===== src/rtl/mem_arbiter.sv =====
// Two-port round-robin arbiter with burst lock in front of a single-port
// synchronous memory. Port 0 = instruction fetch, port 1 = load/store.
//
// Ports: clk, rst_n (async, active-low)
//   reqN/weN/lockN/addrN/wdataN : requester N command, held until gntN
//   gntN                        : accepted this cycle (combinational)
//   rvalidN/errN/rdataN         : registered read / error response
//   mem_addr/mem_rd_en/mem_wr_en/mem_wdata/mem_rdata : memory side
module mem_arbiter #(
  parameter int MEM_SIZE  = 2,
  parameter int MAX_BURST = 4
) (
  input  logic        clk,
  input  logic        rst_n,
  input  logic        req0,
  input  logic        we0,
  input  logic        lock0,
  input  logic [15:0] addr0,
  input  logic [31:0] wdata0,
  input  logic        req1,
  input  logic        we1,
  input  logic        lock1,
  input  logic [15:0] addr1,
  input  logic [31:0] wdata1,
  output logic        gnt0,
  output logic        gnt1,
  output logic        rvalid0,
  output logic        rvalid1,
  output logic        err0,
  output logic        err1,
  output logic [31:0] rdata0,
  output logic [31:0] rdata1,
  output logic [15:0] mem_addr,
  output logic        mem_rd_en,
  output logic        mem_wr_en,
  output logic [31:0] mem_wdata,
  input  logic [31:0] mem_rdata
);

  localparam int BW = $clog2(MAX_BURST + 1);
  localparam logic [BW-1:0] CMAX = BW'(MAX_BURST);
  localparam logic [BW-1:0] CONE = BW'(1);

  typedef enum logic [1:0] {
    IDLE,
    OWN0,
    OWN1
  } state_t;

  state_t        state_q, state_d;
  logic          rr_q, rr_d;
  logic [BW-1:0] cnt_q, cnt_d;
  logic [BW-1:0] cnt_inc;
  logic          g0, g1;
  logic          arb;
  logic          pick;
  logic          pick_lock;

  logic          pend_v;
  logic          pend_port;
  logic          pend_err;

  logic          any_g;
  logic          s_we;
  logic [15:0]   s_addr;
  logic [31:0]   s_wdata;
  logic          in_rng;

  assign cnt_inc = (cnt_q == CMAX) ? cnt_q : cnt_q + CONE;

  always_ff @(posedge clk or negedge rst_n) begin
    if (!rst_n) begin
      state_q <= IDLE;
      rr_q    <= 1'b0;
      cnt_q   <= '0;
    end else begin
      state_q <= state_d;
      rr_q    <= rr_d;
      cnt_q   <= cnt_d;
    end
  end

  always_comb begin
    state_d   = state_q;
    rr_d      = rr_q;
    cnt_d     = cnt_q;
    g0        = 1'b0;
    g1        = 1'b0;
    arb       = 1'b0;
    pick      = 1'b0;
    pick_lock = 1'b0;

    unique case (state_q)
      OWN0: begin
        if (req0) begin
          g0    = 1'b1;
          cnt_d = cnt_inc;
          if (!lock0 || cnt_inc == CMAX) begin
            state_d = IDLE;
            rr_d    = 1'b1;
            cnt_d   = '0;
          end
        end else begin
          // owner went quiet: hand over this very cycle
          state_d = IDLE;
          rr_d    = 1'b1;
          cnt_d   = '0;
          arb     = 1'b1;
        end
      end
      OWN1: begin
        if (req1) begin
          g1    = 1'b1;
          cnt_d = cnt_inc;
          if (!lock1 || cnt_inc == CMAX) begin
            state_d = IDLE;
            rr_d    = 1'b0;
            cnt_d   = '0;
          end
        end else begin
          state_d = IDLE;
          rr_d    = 1'b0;
          cnt_d   = '0;
          arb     = 1'b1;
        end
      end
      IDLE: arb = 1'b1;
      default: begin
        state_d = IDLE;
        cnt_d   = '0;
      end
    endcase

    if (arb && (req0 || req1)) begin
      if (req0 && req1) begin
        pick = rr_d;
        rr_d = ~rr_d;
      end else begin
        pick = req1;
      end
      g0        = ~pick;
      g1        = pick;
      pick_lock = pick ? lock1 : lock0;
      if (pick_lock && MAX_BURST > 1) begin
        state_d = pick ? OWN1 : OWN0;
        cnt_d   = CONE;
      end
    end
  end

  assign gnt0  = g0 & rst_n;
  assign gnt1  = g1 & rst_n;
  assign any_g = gnt0 | gnt1;

  assign s_we    = gnt1 ? we1    : we0;
  assign s_addr  = gnt1 ? addr1  : addr0;
  assign s_wdata = gnt1 ? wdata1 : wdata0;
  assign in_rng  = (s_addr >= 16'd1) &&
                   (s_addr <= 16'(MEM_SIZE));

  // out-of-range accesses are granted but never reach the memory
  assign mem_rd_en = any_g & in_rng & ~s_we;
  assign mem_wr_en = any_g & in_rng & s_we;
  assign mem_addr  = (mem_rd_en | mem_wr_en) ? s_addr : '0;
  assign mem_wdata = mem_wr_en ? s_wdata : '0;

  // one response tag in flight, matching the memory read latency
  always_ff @(posedge clk or negedge rst_n) begin
    if (!rst_n) begin
      pend_v    <= 1'b0;
      pend_port <= 1'b0;
      pend_err  <= 1'b0;
    end else begin
      pend_v    <= any_g & (~s_we | ~in_rng);
      pend_port <= gnt1;
      pend_err  <= ~in_rng;
    end
  end

  assign rvalid0 = pend_v & ~pend_port;
  assign rvalid1 = pend_v & pend_port;
  assign err0    = rvalid0 & pend_err;
  assign err1    = rvalid1 & pend_err;
  assign rdata0  = (rvalid0 & ~pend_err) ? mem_rdata : '0;
  assign rdata1  = (rvalid1 & ~pend_err) ? mem_rdata : '0;

endmodule


===== config.mk =====
export PLATFORM = sky130hd
export DESIGN_NAME = mem_arbiter
export DESIGN_NICKNAME = d
export VERILOG_FILES = /design/src/rtl/mem_arbiter.sv
export SDC_FILE = /design/constraint.sdc
export NUM_CORES = 1
export LEC_CHECK = 0
export CORE_MARGIN = 4
export CORE_UTILIZATION = 24
export CTS_BUF_LIST = sky130_fd_sc_hd__clkbuf_4
export DETAILED_ROUTE_END_ITERATION = 16
export PLACE_DENSITY = 0.89
export SYNTH_ARGS = -nofsm -noshare
export SYNTH_HDL_FRONTEND = slang
export SYNTH_SLANG_ARGS = --single-unit

===== constraint.sdc =====
create_clock -name clk -period 3.2 [get_ports clk]
set_clock_uncertainty 0.1 [all_clocks]
set_input_delay 0.64 -clock clk [delete_from_list [all_inputs] [get_ports clk]]
set_output_delay 0.64 -clock clk [all_outputs]
set_load 0.01 [all_outputs]

==> images/final_clocks.png <==
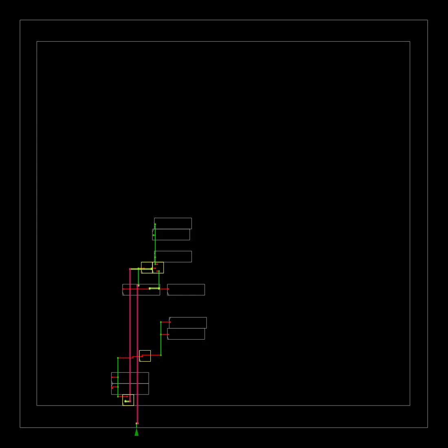
Clk Latency, worst-skew pair: 270 ps
clk sink count: 9
CTS Buf Count: 3
Clock group: 0.0974 mW

==> results.cfg <==
; implementation run metrics
[finish]
insertedDiodeCount = 0
fin_cells = 668
fin_area_sq_um = 5441
drive_above_1_share_pct = 32.15
nets = 706
area_growth_pct = 165.0
final_util_pct = 65.89

[routing]
dr.first_iter.drc_count = 81
vias_per_cell = 4.810
avgRoutedWirePerCell_microns = 18.09
routed_wl_mm = 12.08
ant_nets = 0
vias = 3213
drcViolationCount = 0
drt_first_pass_iters = 4

[job]
warnings = 33
drv_cap = 0

[synthesis]
synth_warnings = 0
top_cells_by_area = and2_1, mux2i_1, dfrtp_1
top_cells_by_count = and2_1, mux2i_1, buf_4, nor3_1, nor3_2
syn_area_per_cell_sq_um = 7.748
top_area_cell = and2_1
ys_types = 47
ys_seq_share_pct = 10.97
postSynthRegisterBits = 9
synth_area_sq_um = 2053
ff_type = dfrtp_1
yosysTopAreaCellShare_pct = 21.02
async_flop_share_pct = 100.0
ys_area_sq_um = 2053
postSynthCellCount = 265
synth.most_common_cell = and2_1
edf_count = 0

[clocking]
hold_buffers = 0
root_buffer = clkbuf_4
cts_buffer_depth = 2
cts_tree = yes
h-tree-depth = 1
clkTransAtPathRegs_ps = 60

[placed_design]
dp_slack_ps = -811.7
dp_hpwl_mm = 9.383
placedCellCount = 631
place.gp.congestion = 0.8323
placed_area_sq_um = 4905

[grt]
grt_pass1_vias = 3318
grtUsageMet1_pct = 22.13
antenna_found_initial = 0
met3_usage_pct = 3.737
met2_usage_pct = 42.86
grt.busiest_layer = met2
grt_use_total_pct = 21.54
grt_max_degree = 33

[worst_setup_path]
worst-setup-path-type = flip-flop to output pin
ff2ff_path_depth = 13
ff2ff_setup_slack_ps = 310
timing.critical_path.from = cnt_q[1]
start_kind = flip-flop
crit_fanout = 8
setup.worst_path.end_class = output pin
arrival_ps = 3040
r2r-end = pend_err
cp.required_ps = 2460
regToRegStartpoint = cnt_q[1]

[min_path]
min_to = cnt_q[1]
hp-start = cnt_q[1]
holdPathStages = 2

[run_status]
status = finished with violations
violations = negative setup slack

[floorplan]
chipArea_sq_um = 10100
num_io_pins = 256
core_area_sq_um = 8258
die_w_microns = 100.5
num_rows = 33
die_h_microns = 100.5

[sta]
period_used_pct = 118.1
setup_ws_ps = -579.0
setup_violations = 38
grt_setup_unrepaired = true
slew_violations = 0
hold_viol = 0
hold_ws_ps = 581.0
final.min_clock_period_ps = 3779
finalSetupTns_ps = -19030
max_freq_mhz = 264.6

[power_and_ir_drop]
total_power_mw = 1.807
power_leakage_nw = 2.338
p_per_area_nw_per_um2 = 332.0
==> images/gate_families.png <==
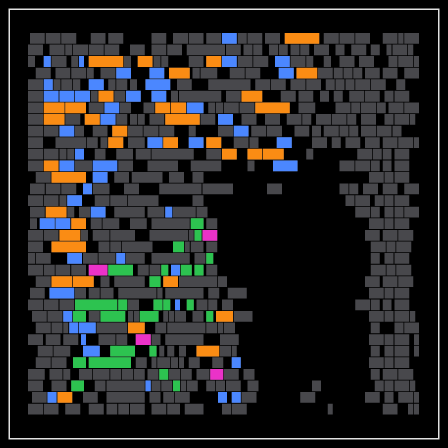
[inverting AOI/OAI gates] green | cells: 25
[AND-OR and OR-AND gates] magenta | cells: 4
[multiplexers] orange | cells: 36
[NOR gates] blue | cells: 51

-- area by class of cell --
| cell class | instances | area, sq um |
|---|---|---|
| inverter | 7 | 38.79 |
| tap | 105 | 131.4 |
| sequential | 9 | 225.2 |
| fill | 607 | 2816 |
| clock buffer | 4 | 30.03 |
| multi-input combinational | 230 | 1954 |
| timing repair buffer | 313 | 3062 |
-- cells in the final DEF (no fill, tap or decap), types with 5 or more instances in the layout --
master,netlist,routed
buf_6,2,16
mux2i_4,0,6
inv_1,6,5
clkdlybuf4s50_1,0,201
a21oi_1,6,5
mux2i_1,33,16
dfrtp_1,9,9
and2_1,69,68
nor3_2,12,27
mux2i_2,0,11
buf_2,1,32
conb_1,1,14
nand2_1,8,8
buf_4,21,47
nor4_1,7,7
buf_12,0,10
-- cells by family (layout without fill, tap and decap cells) --
kind of cell / Yosys count / in the layout / share of synthesized area, %
and+or+nand+nor: 142 / 142 / 42.66
DFF: 9 / 9 / 10.97
AOI/OAI and AO/OA: 29 / 29 / 11.46
xor gates and xnor gates: 3 / 3 / 1.280
muxes: 36 / 36 / 17.92
other: 1 / 14 / 0.1826
adders and majority gates: 6 / 6 / 3.656
buffers and inverters: 39 / 324 / 11.88
-- per-layer routing --
metal  vias up  part of all wire (%)
li1       1505                     -
met1      1477                    33
met2       203                    55
met3        28                   8.9
met4         0                   3.4
met5         -                     0
-- worst max-delay path, cell delays in order, from the launching register on --
cell and delay [ps]:
dfrtp_1 390, inv_1 90, ha_4 160, or3b_1 340
a311o_1 320, mux2_4 360, o21ai_4 170, buf_4 150
a32oi_4 120, buf_6 170, buf_16 150, nor3_4 180
buf_2 160
-- registers in the layout, summed over array words and instances, names as in the netlist --
signal	count
cnt_q	3
pend_err	1
pend_port	1
pend_v	1
rr_q	1
state_q	2
-- worst max-delay path by stage --
stage / endpoint / slack, ps / depth (start not counted)
after detailed placement: mem_wdata[12] / -810 / 10
after CTS: mem_wdata[6] / -540 / 11
after global routing: mem_wdata[4] / -670 / 12
after floorplan: mem_wdata[11] / -60 / 10
final: mem_wdata[4] / -580 / 12
after global placement: mem_wdata[4] / -760 / 10
-- where the power goes --
part / switching [mW] / internal (mW) / total [mW]
Clock: 0.0408 / 0.0566 / 0.0974
Combinational: 0.674 / 0.858 / 1.53
Sequential: 0.0285 / 0.149 / 0.177
Total: 0.743 / 1.06 / 1.81
-- timing repair --
item / CTS / global route
pin swaps: 9 / 2
gates resized: 188 / 30
gates cloned: 5 / 1
endpoints found under the setup margin: 38 / 38
setup buffers: 22 / 10
Power and IR drop assume default switching activity.
